Figure 1. The metal 3 layer.
Cells faint in the background.
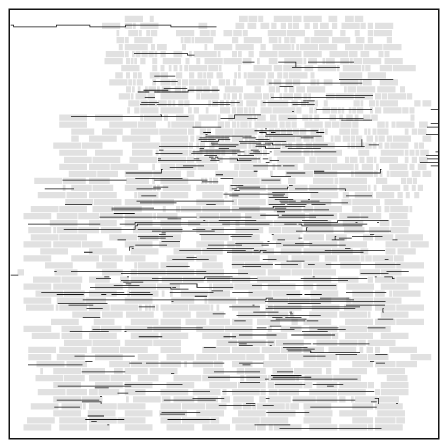
Figure 2. The clock network.
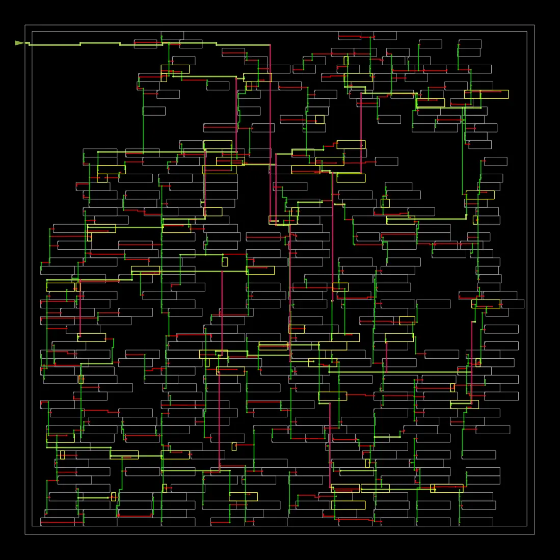
Figure 3. Routed clock nets over the placement.
The bar under the picture is 50 um long.
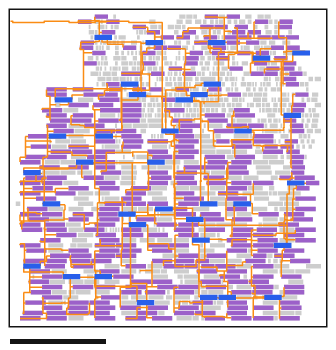
Figure 4. Signal metal coverage by tile.
The bar under the picture is 50 um long. 33 x 33 tiles, from white (low) to dark blue (high), scaled to the fullest tile. Values are wire area over tile area, all layers added.
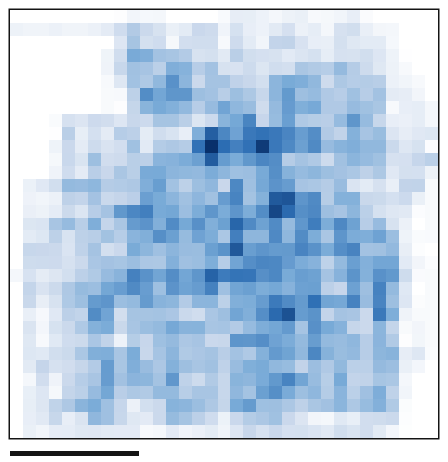
$ cat config.mk
export PLATFORM = sky130hd
export DESIGN_NAME = hd44780_responder
export DESIGN_NICKNAME = d
export VERILOG_FILES = /design/src/rtl/hd44780_pkg.sv /design/src/rtl/hd44780_ac_step.sv /design/src/rtl/hd44780_responder.sv
export SDC_FILE = /design/constraint.sdc
export NUM_CORES = 1
export LEC_CHECK = 0
export ABC_CLOCK_PERIOD_IN_PS = 7700
export CORE_MARGIN = 2
export CORE_UTILIZATION = 62
export CTS_CLUSTER_DIAMETER = 50
export DETAILED_ROUTE_END_ITERATION = 10
export PLACE_DENSITY = 0.82
export SLEW_MARGIN = 5
export SYNTH_ARGS = -nofsm -noshare
export SYNTH_HDL_FRONTEND = slang
export SYNTH_SLANG_ARGS = --single-unit
$ cat constraint.sdc
create_clock -name clock -period 7.7 [get_ports clock]
set_clock_uncertainty 0.05 [all_clocks]
set_input_delay 0.77 -clock clock [delete_from_list [all_inputs] [get_ports clock]]
set_output_delay 0.77 -clock clock [all_outputs]
set_load 0.05 [all_outputs]
$ cat src/rtl/hd44780_pkg.sv
// Shared constants for the HD44780 bus responder: command decode patterns,
// DDRAM geometry, the blank character and the controller state encoding.
package hd44780_pkg;

  typedef enum logic [1:0] {
    ST_IDLE = 2'd0,
    ST_FILL = 2'd1,
    ST_BUSY = 2'd2
  } state_e;

  // Instruction decode, tested in this order so the first match from the MSB wins
  localparam logic [7:0] CMD_DDRAM_MASK = 8'h80, CMD_DDRAM = 8'h80;
  localparam logic [7:0] CMD_CGRAM_MASK = 8'hC0, CMD_CGRAM = 8'h40;
  localparam logic [7:0] CMD_FUNC_MASK  = 8'hE0, CMD_FUNC  = 8'h20;
  localparam logic [7:0] CMD_SHIFT_MASK = 8'hF0, CMD_SHIFT = 8'h10;
  localparam logic [7:0] CMD_DISP_MASK  = 8'hF8, CMD_DISP  = 8'h08;
  localparam logic [7:0] CMD_ENTRY_MASK = 8'hFC, CMD_ENTRY = 8'h04;
  localparam logic [7:0] CMD_HOME_MASK  = 8'hFE, CMD_HOME  = 8'h02;
  localparam logic [7:0] CMD_CLEAR_MASK = 8'hFF, CMD_CLEAR = 8'h01;

  localparam logic [6:0] LINE1_BASE = 7'h00;
  localparam logic [6:0] LINE2_BASE = 7'h40;
  localparam logic [6:0] LINE_LEN   = 7'd16;
  localparam logic [6:0] LINE1_WRAP = 7'h27;
  localparam logic [6:0] LINE2_WRAP = 7'h67;
  localparam int unsigned DDRAM_DEPTH = 32;
  localparam logic [7:0] BLANK = 8'h20;

  function automatic logic cmd_match(input logic [7:0] data, input logic [7:0] mask,
                                     input logic [7:0] match);
    return (data & mask) == match;
  endfunction

endpackage

$ cat src/rtl/hd44780_ac_step.sv
// Combinational address-counter helper: next AC for the current entry mode,
// plus whether AC is on-screen and its DDRAM image index.
module hd44780_ac_step
  import hd44780_pkg::*;
(
  input  logic [6:0] ac_i,
  input  logic       inc_i,
  output logic [6:0] ac_next_o,
  output logic       on_screen_o,
  output logic [4:0] index_o
);

  always_comb begin
    ac_next_o = inc_i ? (ac_i + 7'd1) : (ac_i - 7'd1);
    if (inc_i) begin
      if (ac_i == LINE1_WRAP) ac_next_o = LINE2_BASE;
      else if (ac_i == LINE2_WRAP) ac_next_o = LINE1_BASE;
    end else begin
      if (ac_i == LINE1_BASE) ac_next_o = LINE2_WRAP;
      else if (ac_i == LINE2_BASE) ac_next_o = LINE1_WRAP;
    end
  end

  // Both visible windows start on a 0x40 boundary, so bit 6 picks the line
  assign on_screen_o = {1'b0, ac_i[5:0]} < LINE_LEN;
  assign index_o     = {ac_i[6], ac_i[3:0]};

endmodule

$ cat src/rtl/hd44780_responder.sv
// Responder side of an 8-bit HD44780 character-LCD bus: decodes writes into a
// 2x16 DDRAM image, models AC/entry mode/busy timing and answers bus reads.
module hd44780_responder
  import hd44780_pkg::*;
#(
  parameter int unsigned BUSY_CYCLES      = 2000,
  parameter int unsigned LONG_BUSY_CYCLES = 82000
) (
  input  logic       clock,
  input  logic       reset,
  input  logic       lcd_en,
  input  logic       lcd_rs,
  input  logic       lcd_rw,
  input  logic [7:0] lcd_data_in,
  output logic [7:0] lcd_data_out,
  output logic       lcd_data_oe,
  input  logic [4:0] char_addr,
  output logic [7:0] char_data,
  output logic       busy,
  output logic       display_on,
  output logic       protocol_error
);

  localparam int unsigned MAX_CYCLES = (LONG_BUSY_CYCLES > BUSY_CYCLES) ? LONG_BUSY_CYCLES : BUSY_CYCLES;
  localparam int unsigned CW = $clog2(MAX_CYCLES + 1);
  localparam logic [CW-1:0] BUSY_LD  = CW'(BUSY_CYCLES);
  localparam logic [CW-1:0] LONG_LD  = CW'(LONG_BUSY_CYCLES);
  localparam logic [CW-1:0] CLEAR_LD = CW'(LONG_BUSY_CYCLES - DDRAM_DEPTH);

  logic [10:0] sync1_q, sync2_q;
  logic        en_prev_q;
  logic [9:0]  cap_q;
  logic        en_s, rs_s, rw_s, en_fall;
  logic        cap_rs, cap_rw;
  logic [7:0]  cap_data;

  state_e         state_q, state_d;
  logic [CW-1:0]  cnt_q, cnt_d;
  logic [4:0]     fill_idx_q, fill_idx_d;
  logic           init_q, init_d;
  logic [6:0]     ac_q, ac_d;
  logic           inc_q, inc_d, disp_q, disp_d, cg_q, cg_d, perr_q, perr_d;

  logic           oe_q, rd_rs_q, rd_on_q;
  logic [7:0]     status_q, bus_rd_q, char_q;
  logic [7:0]     mem [DDRAM_DEPTH];
  logic           mem_we;
  logic [4:0]     mem_waddr;
  logic [7:0]     mem_wdata;

  logic [6:0]     ac_next;
  logic           ac_on_screen;
  logic [4:0]     ac_index;

  hd44780_ac_step u_ac_step (
    .ac_i       (ac_q),
    .inc_i      (inc_q),
    .ac_next_o  (ac_next),
    .on_screen_o(ac_on_screen),
    .index_o    (ac_index)
  );

  assign en_s     = sync2_q[10];
  assign rs_s     = sync2_q[9];
  assign rw_s     = sync2_q[8];
  assign en_fall  = en_prev_q & ~en_s;
  assign cap_rs   = cap_q[9];
  assign cap_rw   = cap_q[8];
  assign cap_data = cap_q[7:0];
  assign busy     = (state_q != ST_IDLE);

  // cap_q freezes on the last EN-high cycle, so it holds the fields seen just before the fall
  always_ff @(posedge clock) begin
    if (reset) begin
      sync1_q   <= '0;
      sync2_q   <= '0;
      en_prev_q <= 1'b0;
      cap_q     <= '0;
    end else begin
      sync1_q   <= {lcd_en, lcd_rs, lcd_rw, lcd_data_in};
      sync2_q   <= sync1_q;
      en_prev_q <= en_s;
      if (en_s) cap_q <= sync2_q[9:0];
    end
  end

  always_comb begin
    state_d    = state_q;
    cnt_d      = cnt_q;
    fill_idx_d = fill_idx_q;
    init_d     = init_q;
    ac_d       = ac_q;
    inc_d      = inc_q;
    disp_d     = disp_q;
    cg_d       = cg_q;
    perr_d     = perr_q;
    mem_we     = 1'b0;
    mem_waddr  = fill_idx_q;
    mem_wdata  = BLANK;

    case (state_q)
      ST_IDLE: begin
        if (init_q) begin
          state_d    = ST_FILL;
          fill_idx_d = '0;
          cnt_d      = '0;
          init_d     = 1'b0;
        end
      end
      ST_FILL: begin
        mem_we     = 1'b1;
        fill_idx_d = fill_idx_q + 5'd1;
        if (fill_idx_q == 5'(DDRAM_DEPTH - 1))
          state_d = (cnt_q == '0) ? ST_IDLE : ST_BUSY;
      end
      ST_BUSY: begin
        cnt_d = cnt_q - CW'(1);
        if (cnt_q <= CW'(1)) state_d = ST_IDLE;
      end
      default: state_d = ST_IDLE;
    endcase

    // A completed transaction overrides whatever FILL/BUSY was doing
    if (en_fall) begin
      if (!cap_rw) begin
        perr_d  = perr_q | busy;
        mem_we  = 1'b0;
        state_d = ST_BUSY;
        cnt_d   = BUSY_LD;
        if (cap_rs) begin
          if (!cg_q) begin
            mem_we    = ac_on_screen;
            mem_waddr = ac_index;
            mem_wdata = cap_data;
            ac_d      = ac_next;
          end
        end else if (cmd_match(cap_data, CMD_DDRAM_MASK, CMD_DDRAM)) begin
          ac_d = cap_data[6:0];
          cg_d = 1'b0;
        end else if (cmd_match(cap_data, CMD_CGRAM_MASK, CMD_CGRAM)) begin
          cg_d = 1'b1;
        end else if (cmd_match(cap_data, CMD_FUNC_MASK, CMD_FUNC) ||
                     cmd_match(cap_data, CMD_SHIFT_MASK, CMD_SHIFT)) begin
          cg_d = cg_q;
        end else if (cmd_match(cap_data, CMD_DISP_MASK, CMD_DISP)) begin
          disp_d = cap_data[2];
        end else if (cmd_match(cap_data, CMD_ENTRY_MASK, CMD_ENTRY)) begin
          inc_d = cap_data[1];
        end else if (cmd_match(cap_data, CMD_HOME_MASK, CMD_HOME)) begin
          ac_d  = LINE1_BASE;
          cnt_d = LONG_LD;
        end else if (cmd_match(cap_data, CMD_CLEAR_MASK, CMD_CLEAR)) begin
          ac_d       = LINE1_BASE;
          inc_d      = 1'b1;
          state_d    = ST_FILL;
          fill_idx_d = '0;
          cnt_d      = CLEAR_LD;
        end
      end else if (cap_rs) begin
        perr_d = perr_q | busy;
        ac_d   = ac_next;
      end
    end
  end

  always_ff @(posedge clock) begin
    if (reset) begin
      state_q    <= ST_IDLE;
      cnt_q      <= '0;
      fill_idx_q <= '0;
      init_q     <= 1'b1;
      ac_q       <= LINE1_BASE;
      inc_q      <= 1'b1;
      disp_q     <= 1'b0;
      cg_q       <= 1'b0;
      perr_q     <= 1'b0;
      oe_q       <= 1'b0;
      rd_rs_q    <= 1'b0;
      rd_on_q    <= 1'b0;
      status_q   <= '0;
    end else begin
      state_q    <= state_d;
      cnt_q      <= cnt_d;
      fill_idx_q <= fill_idx_d;
      init_q     <= init_d;
      ac_q       <= ac_d;
      inc_q      <= inc_d;
      disp_q     <= disp_d;
      cg_q       <= cg_d;
      perr_q     <= perr_d;
      oe_q       <= en_s & rw_s;
      rd_rs_q    <= rs_s;
      rd_on_q    <= ac_on_screen;
      status_q   <= {busy, ac_q};
    end
  end

  always_ff @(posedge clock) begin
    if (mem_we) mem[mem_waddr] <= mem_wdata;
    bus_rd_q <= mem[ac_index];
  end

  always_ff @(posedge clock) begin
    if (reset) char_q <= BLANK;
    else       char_q <= mem[char_addr];
  end

  assign lcd_data_oe    = oe_q;
  assign lcd_data_out   = !oe_q ? 8'h00 : (!rd_rs_q ? status_q : (rd_on_q ? bus_rd_q : BLANK));
  assign char_data      = char_q;
  assign display_on     = disp_q;
  assign protocol_error = perr_q;

endmodule
==> run summary <==
run results: Gate Area=6192 um2, Post-route DRC=0, total power=0.003961 W, CTS H-tree depth=2, pin count of the biggest net entering global routing=69, required time of the worst setup path=7790 ps, instance area at placement=16730 um2, dominant kind of combinational cell=multiplexers, Adder-Cell Fraction of Synth Area=0.8999%, Tmin final=3811 ps, Worst-Margin Slew=1379 ps, most numerous logic cells after layout=edfxtp_1 (256), mux4_2 (153), dfxtp_1 (94), nor2_1 (87), nor2b_1 (54), share of final layout cell area taken by clock buffers and inverters=6.588%, Die Span Y=165.3 um, area grow syn2layout=11.04%, setup repair after global routing missed its margin=false, share of the final layout cell area in sequential cells=53.70%, Net Sw Frac=21.09%, Largest cells by area=edfxtp_1 (48%), mux4_2 (21%), dfxtp_1 (12%), Worst Hold Path EP=sync2_q[9], FP Util=62.61%, diode insertion count for antenna repair=1, most frequent logic cell in the layout=edfxtp_1, chip area in the Yosys report=16130 um2, final setup slack of the worst path=3889 ps, largest registers in the final layout=mem (256), cnt_q (17), result of the run=finished clean, routability congestion estimate from global placement=0.8659, detailed-routing wirelength on met1=14830 um, number of flip-flops in the largest register=256, startpoint class of the critical path=flop, Period Utilization, post-route=49.49%, drt first pass iters=6, core region area=25760 um2, Synth Warn #=0, mean instance size in the synthesized netlist=15.91 um2
Notes on Figure 1 above:
The wires run mostly horizontal. 204 nets have wire on it. The layer carries 4510 um of wire. The layer holds 11% of the routed length.
total wirelength of the detailed-routed design: 40850 um
met3 usage in global routing: 6.344%

Notes on Figure 2 above:
clkbuf count: 53
TritonCTS sink count: 352
clock network latency to the later pin of the worst-skew pair: 530 ps

Notes on Figure 3 above:
Key: flip-flops = purple [count 352]; clock wires = orange [length 3790 um]; clock-net drivers = blue [count 36]
Position of the flops: spread over the die. There are 37 routed clock nets.
reported clock group power: 0.00173 W
Clk network pwr share: 43.7%

Notes on Figure 4 above:
12% of the tiles are nearly empty. 17% of the tiles are over half the peak. The emptiest ninth of the die: top left. The densest ninth of the die: middle.
overall global routing resource usage: 31.16%
vias post-DR: 9941

Power is estimated from default activity; no workload was simulated.
